$ cat src/rtl/alu_seq_if.sv
// Request/response handshake bundle between a requester and the alu_seq sequencer.
interface alu_seq_if;
   logic       req_valid;
   logic       req_ready;
   logic [4:0] req_op;
   logic [7:0] req_x;
   logic [7:0] req_t;
   logic       req_wb_flags;
   logic       rsp_valid;
   logic       rsp_ready;
   logic [7:0] rsp_result;
   logic [2:0] rsp_flag;
   logic       rsp_err;

   modport slave (
      input  req_valid, req_op, req_x, req_t, req_wb_flags, rsp_ready,
      output req_ready, rsp_valid, rsp_result, rsp_flag, rsp_err
   );

   modport master (
      output req_valid, req_op, req_x, req_t, req_wb_flags, rsp_ready,
      input  req_ready, rsp_valid, rsp_result, rsp_flag, rsp_err
   );
endinterface

$ cat src/rtl/alu_seq.sv
// Single-operation sequencer around an external combinational ALU: latches a request,
// holds ALU inputs for SETTLE cycles, captures result/flags and presents a response.
module alu_seq #(
   parameter int SETTLE = 1
) (
   input  logic       clk,
   input  logic       rst_n,
   alu_seq_if.slave   bus,
   output logic [7:0] alu_x,
   output logic [7:0] alu_t,
   output logic       alu_cy,
   output logic [4:0] alu_op,
   input  logic [7:0] alu_result,
   input  logic [2:0] alu_flag,
   output logic       flag_s,
   output logic       flag_z,
   output logic       flag_cy
);

   typedef enum logic [1:0] {IDLE, EXEC, RESP} state_t;

   localparam logic [2:0] CNT_LAST = 3'(SETTLE - 1);

   state_t     state_reg, state_next;
   logic [2:0] cnt_reg;
   logic [7:0] x_reg, t_reg;
   logic [4:0] op_reg;
   logic       wb_reg;
   logic [7:0] result_reg;
   logic [2:0] rflag_reg;
   logic       err_reg;
   logic [2:0] flags_reg;
   logic       accept, capture, op_legal;

   always_ff @(posedge clk or negedge rst_n) begin
      if (!rst_n) state_reg <= IDLE;
      else        state_reg <= state_next;
   end

   always_comb begin
      state_next = state_reg;
      accept     = 1'b0;
      capture    = 1'b0;
      case (state_reg)
         IDLE: if (bus.req_valid) begin
            accept     = 1'b1;
            state_next = EXEC;
         end
         EXEC: if (cnt_reg == CNT_LAST) begin
            capture    = 1'b1;
            state_next = RESP;
         end
         RESP: if (bus.rsp_ready) state_next = IDLE;
         default: state_next = IDLE;
      endcase
   end

   // Legal: 00000-00010, 01xxx, 10000-10100, 110xx
   always_comb begin
      op_legal = 1'b0;
      case (op_reg[4:3])
         2'b00: op_legal = (op_reg[2:0] <= 3'd2);
         2'b01: op_legal = 1'b1;
         2'b10: op_legal = (op_reg[2:0] <= 3'd4);
         2'b11: op_legal = ~op_reg[2];
         default: op_legal = 1'b0;
      endcase
   end

   always_ff @(posedge clk or negedge rst_n) begin
      if (!rst_n) begin
         cnt_reg    <= 3'd0;
         x_reg      <= 8'h00;
         t_reg      <= 8'h00;
         op_reg     <= 5'b00000;
         wb_reg     <= 1'b0;
         result_reg <= 8'h00;
         rflag_reg  <= 3'b000;
         err_reg    <= 1'b0;
         flags_reg  <= 3'b000;
      end else begin
         if (accept) begin
            x_reg   <= bus.req_x;
            t_reg   <= bus.req_t;
            op_reg  <= bus.req_op;
            wb_reg  <= bus.req_wb_flags;
            cnt_reg <= 3'd0;
         end else if (state_reg == EXEC) begin
            cnt_reg <= cnt_reg + 3'd1;
         end
         if (capture) begin
            if (op_legal) begin
               result_reg <= alu_result;
               rflag_reg  <= alu_flag;
               err_reg    <= 1'b0;
               if (wb_reg) flags_reg <= alu_flag;
            end else begin
               result_reg <= 8'h00;
               rflag_reg  <= 3'b000;
               err_reg    <= 1'b1;
            end
         end
      end
   end

   assign bus.req_ready  = (state_reg == IDLE);
   assign bus.rsp_valid  = (state_reg == RESP);
   assign bus.rsp_result = result_reg;
   assign bus.rsp_flag   = rflag_reg;
   assign bus.rsp_err    = err_reg;

   assign alu_x   = x_reg;
   assign alu_t   = t_reg;
   assign alu_op  = op_reg;
   // Flags only move at capture, so the carry is constant for the whole EXEC phase.
   assign alu_cy  = flags_reg[0];
   assign flag_s  = flags_reg[2];
   assign flag_z  = flags_reg[1];
   assign flag_cy = flags_reg[0];

endmodule

$ cat src/flat_wrapper.sv
// flat-port wrapper written by rule: the top's interface ports become plain ports
module alu_seq_flat 
#(
   parameter int SETTLE = 1
)
  (clk, rst_n, alu_x, alu_t, alu_cy, alu_op, alu_result, alu_flag, flag_s, flag_z, flag_cy, bus_req_valid, bus_req_op, bus_req_x, bus_req_t, bus_req_wb_flags, bus_rsp_ready, bus_req_ready, bus_rsp_valid, bus_rsp_result, bus_rsp_flag, bus_rsp_err);
  alu_seq_if bus_i ();
  input  logic clk;
  input  logic rst_n;
  output logic [7:0] alu_x;
  output logic [7:0] alu_t;
  output logic alu_cy;
  output logic [4:0] alu_op;
  input  logic [7:0] alu_result;
  input  logic [2:0] alu_flag;
  output logic flag_s;
  output logic flag_z;
  output logic flag_cy;
  input wire logic [$bits(bus_i.req_valid)-1:0] bus_req_valid;
  input wire logic [$bits(bus_i.req_op)-1:0] bus_req_op;
  input wire logic [$bits(bus_i.req_x)-1:0] bus_req_x;
  input wire logic [$bits(bus_i.req_t)-1:0] bus_req_t;
  input wire logic [$bits(bus_i.req_wb_flags)-1:0] bus_req_wb_flags;
  input wire logic [$bits(bus_i.rsp_ready)-1:0] bus_rsp_ready;
  output wire logic [$bits(bus_i.req_ready)-1:0] bus_req_ready;
  output wire logic [$bits(bus_i.rsp_valid)-1:0] bus_rsp_valid;
  output wire logic [$bits(bus_i.rsp_result)-1:0] bus_rsp_result;
  output wire logic [$bits(bus_i.rsp_flag)-1:0] bus_rsp_flag;
  output wire logic [$bits(bus_i.rsp_err)-1:0] bus_rsp_err;
  assign bus_i.req_valid = bus_req_valid;
  assign bus_i.req_op = bus_req_op;
  assign bus_i.req_x = bus_req_x;
  assign bus_i.req_t = bus_req_t;
  assign bus_i.req_wb_flags = bus_req_wb_flags;
  assign bus_i.rsp_ready = bus_rsp_ready;
  assign bus_req_ready = bus_i.req_ready;
  assign bus_rsp_valid = bus_i.rsp_valid;
  assign bus_rsp_result = bus_i.rsp_result;
  assign bus_rsp_flag = bus_i.rsp_flag;
  assign bus_rsp_err = bus_i.rsp_err;
  alu_seq #(.SETTLE(SETTLE)) u_core (.clk(clk), .rst_n(rst_n), .bus(bus_i), .alu_x(alu_x), .alu_t(alu_t), .alu_cy(alu_cy), .alu_op(alu_op), .alu_result(alu_result), .alu_flag(alu_flag), .flag_s(flag_s), .flag_z(flag_z), .flag_cy(flag_cy));
endmodule
$ cat config.mk
export PLATFORM = sky130hd
export DESIGN_NAME = alu_seq_flat
export DESIGN_NICKNAME = d
export VERILOG_FILES = /design/src/rtl/alu_seq_if.sv /design/src/rtl/alu_seq.sv /design/src/flat_wrapper.sv
export SDC_FILE = /design/constraint.sdc
export NUM_CORES = 1
export LEC_CHECK = 0
export ABC_AREA = 1
export CAP_MARGIN = 10
export CORE_ASPECT_RATIO = 2
export CORE_UTILIZATION = 44
export CTS_CLUSTER_SIZE = 8
export DETAILED_ROUTE_END_ITERATION = 8
export MAX_ROUTING_LAYER = met4
export PLACE_DENSITY = 0.89
export SYNTH_ARGS = -nofsm -noshare
export SYNTH_HDL_FRONTEND = slang
export SYNTH_SLANG_ARGS = --single-unit
$ cat constraint.sdc
create_clock -name clk -period 2.8 [get_ports clk]
set_input_delay 0.56 -clock clk [delete_from_list [all_inputs] [get_ports clk]]
set_output_delay 0.56 -clock clk [all_outputs]
set_load 0.03 [all_outputs]
floorplan.png
Scale bar: 10 µm. Pins as bars on the die edge.
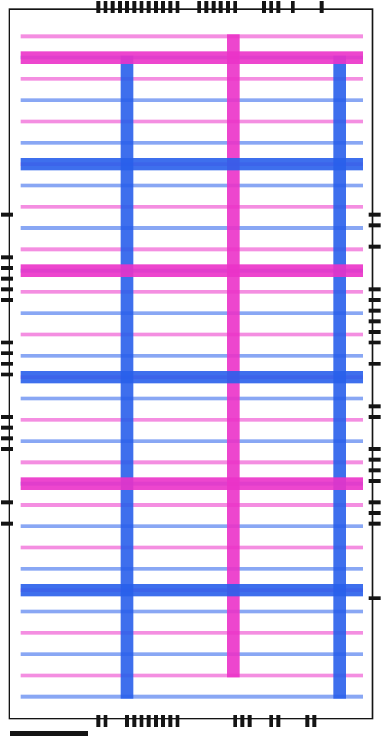
net	colour
VSS	blue
VDD	magenta
met5 straps	6
met1 rails	32
signal pins	76
rows	31

class_map.png
Scale bar: 10 µm.
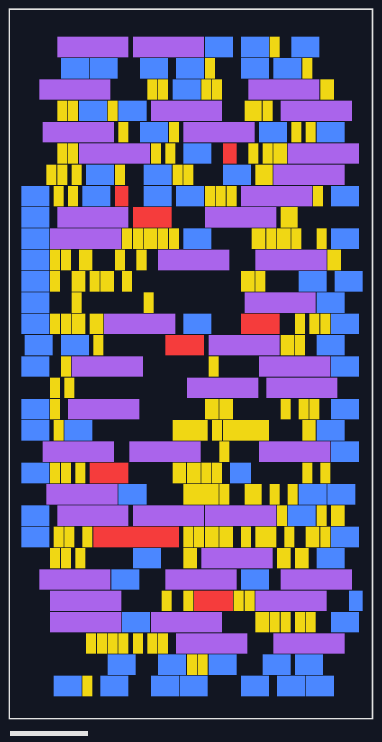
class	colour	cells
registers	purple	42
clock drivers and dummy loads	red	8
remaining logic cells	yellow	143
remaining buffers and delay cells	blue	76

clock_wires.png
Scale bar: 10 µm.
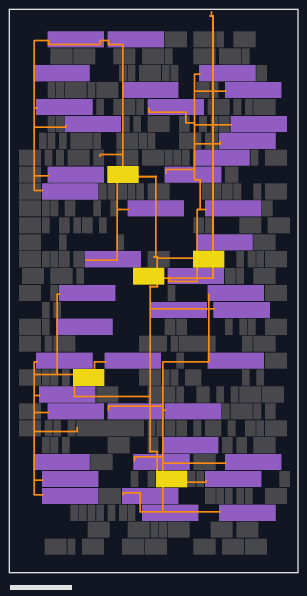
[flip-flops] purple | count: 42
[clock-net drivers] yellow | count: 5
[clock wires] orange | length: 478 µm
routed clock nets	6

layers.png
Two of the layers only.
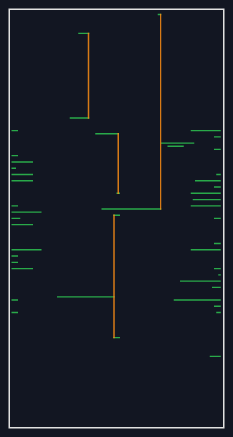
layer	colour	wire length
M3	green	161 µm
M4	orange	100 µm

==> flow_metrics.tcl <==
# flow metrics
set metrics [dict create \
    area_delta_synth_final_pct 50.5 \
    layout_setup_ws_ps 689 \
    powerComb_uw 1740 \
    final_util_pct 70.2 \
    chipArea_mm2 0.00418 \
    period_needed_ps 2110 \
    setup_viol 0 \
    crit_slowest_cell "clkdlybuf4s50_1" \
    core-area_mm2 0.00368 \
    clockBufferDepth 2 \
    top_power_group "combinational logic" \
    crit_end "bus_rsp_valid" \
    drive_above_1_share_pct 5.20 \
    h-tree-depth 2 \
    met2WireLength_um 2150 \
    p_switching_uw 1450 \
    path_buffers 1 \
    power.density_mw_per_mm2 1270 \
    cell_internal_pwr_uw 1830 \
    critical-path-top-delay-family "buffers and inverters" \
    final.setup.tns_ps 0 \
    fin_crit_sh_pct 75.4 \
    grt_start_max_net_pins 43 \
    clkTransAtPathRegs_ps 80 \
    crit_chain "nor2_1 > clkdlybuf4s50_1" \
    max_slew_margin_pct 39.8 \
    rsz0062_at_grt "no" \
    r2r_setup_slack_ps 1020 \
    syn_inst 193 \
    top_area_share_pct 61.1 \
    holdBufCountCts 0 \
    tool_warnings 27 \
    netlist_top_cells_area "dfrtp_1 61%, nand2_1 20%, nand3_1 4.4%" \
    numSynthFlops 42 \
    clk-power_uw 463 \
    wl_per_cell_um 12.1 \
    cp.depth 2 \
    pg_seq_uw 1070 \
    slowest_delay_ps 680 \
    arrival_ps 1550 \
    peakVddDrop_uv 702 \
    final_nets 307 \
    initial_core_util_pct 46.7 \
    dp_cells 310 \
    status "finished, final reports clean" \
    top_usage_layer "met2" \
    die-width_um 46.2 \
    dp_hpwl_um 2870 \
    place_ws_ps 998 \
    regToRegStartpoint "u_core.cnt_reg[1]$_DFFE_PN0P_" \
    fin_cells 318 \
    leakagePower_uw 0.00126 \
    syn-num-nets 232 \
    finalMaxSlewViolations 0 \
    clock.fmax_mhz 474 \
    drt_iter0_markers 28 \
    worstSetupStartpoint "u_core.state_reg[0]$_DFFE_PN0P_" \
    grt_pass1_wl_um 6220 \
    skew_ps 9.60 \
    cts_tree "built" \
    required_ps 2240 \
    vias 1490 \
    gp_congestion 0.763 \
    top_layer "met4" \
    design_area_mm2 0.00259 \
    worstSetupPathType "register to primary output" \
    ys_seq_share_pct 61.1 \
    clock_sinks 42 \
    cts_setup_buffers 0 \
    hold_viol 0 \
    portBuffers 75 \
    clk_latency_ps 290 \
]
[layout make-up]
class,count,area [µm²]
clock buffer,5,68.8
clock inverter,3,40.0
fill,302,1100
inverter,11,41.3
multi-input combinational,132,572
sequential,42,1050
tap,49,61.3
timing repair buffer,76,753
[synthesized netlist by cell type]
master,number
buf_4,1
nor2_1,6
nor3_4,1
o31ai_1,1
nand2_2,1
inv_2,2
buf_2,5
a21oi_1,2
o21ai_0,9
inv_1,9
buf_6,2
dfrtp_1,42
nand4_1,3
nand3_1,15
nand2_1,92
ha_1,2
[logic make-up after synthesis]
group	count (synthesis)	synth area share (%)
buffers and inverters	19	5.60
adder cells (fa/ha/maj)	2	1.46
AND/OR/NAND/NOR	118	28.2
AND-OR/OR-AND	12	3.64
flip-flops	42	61.1
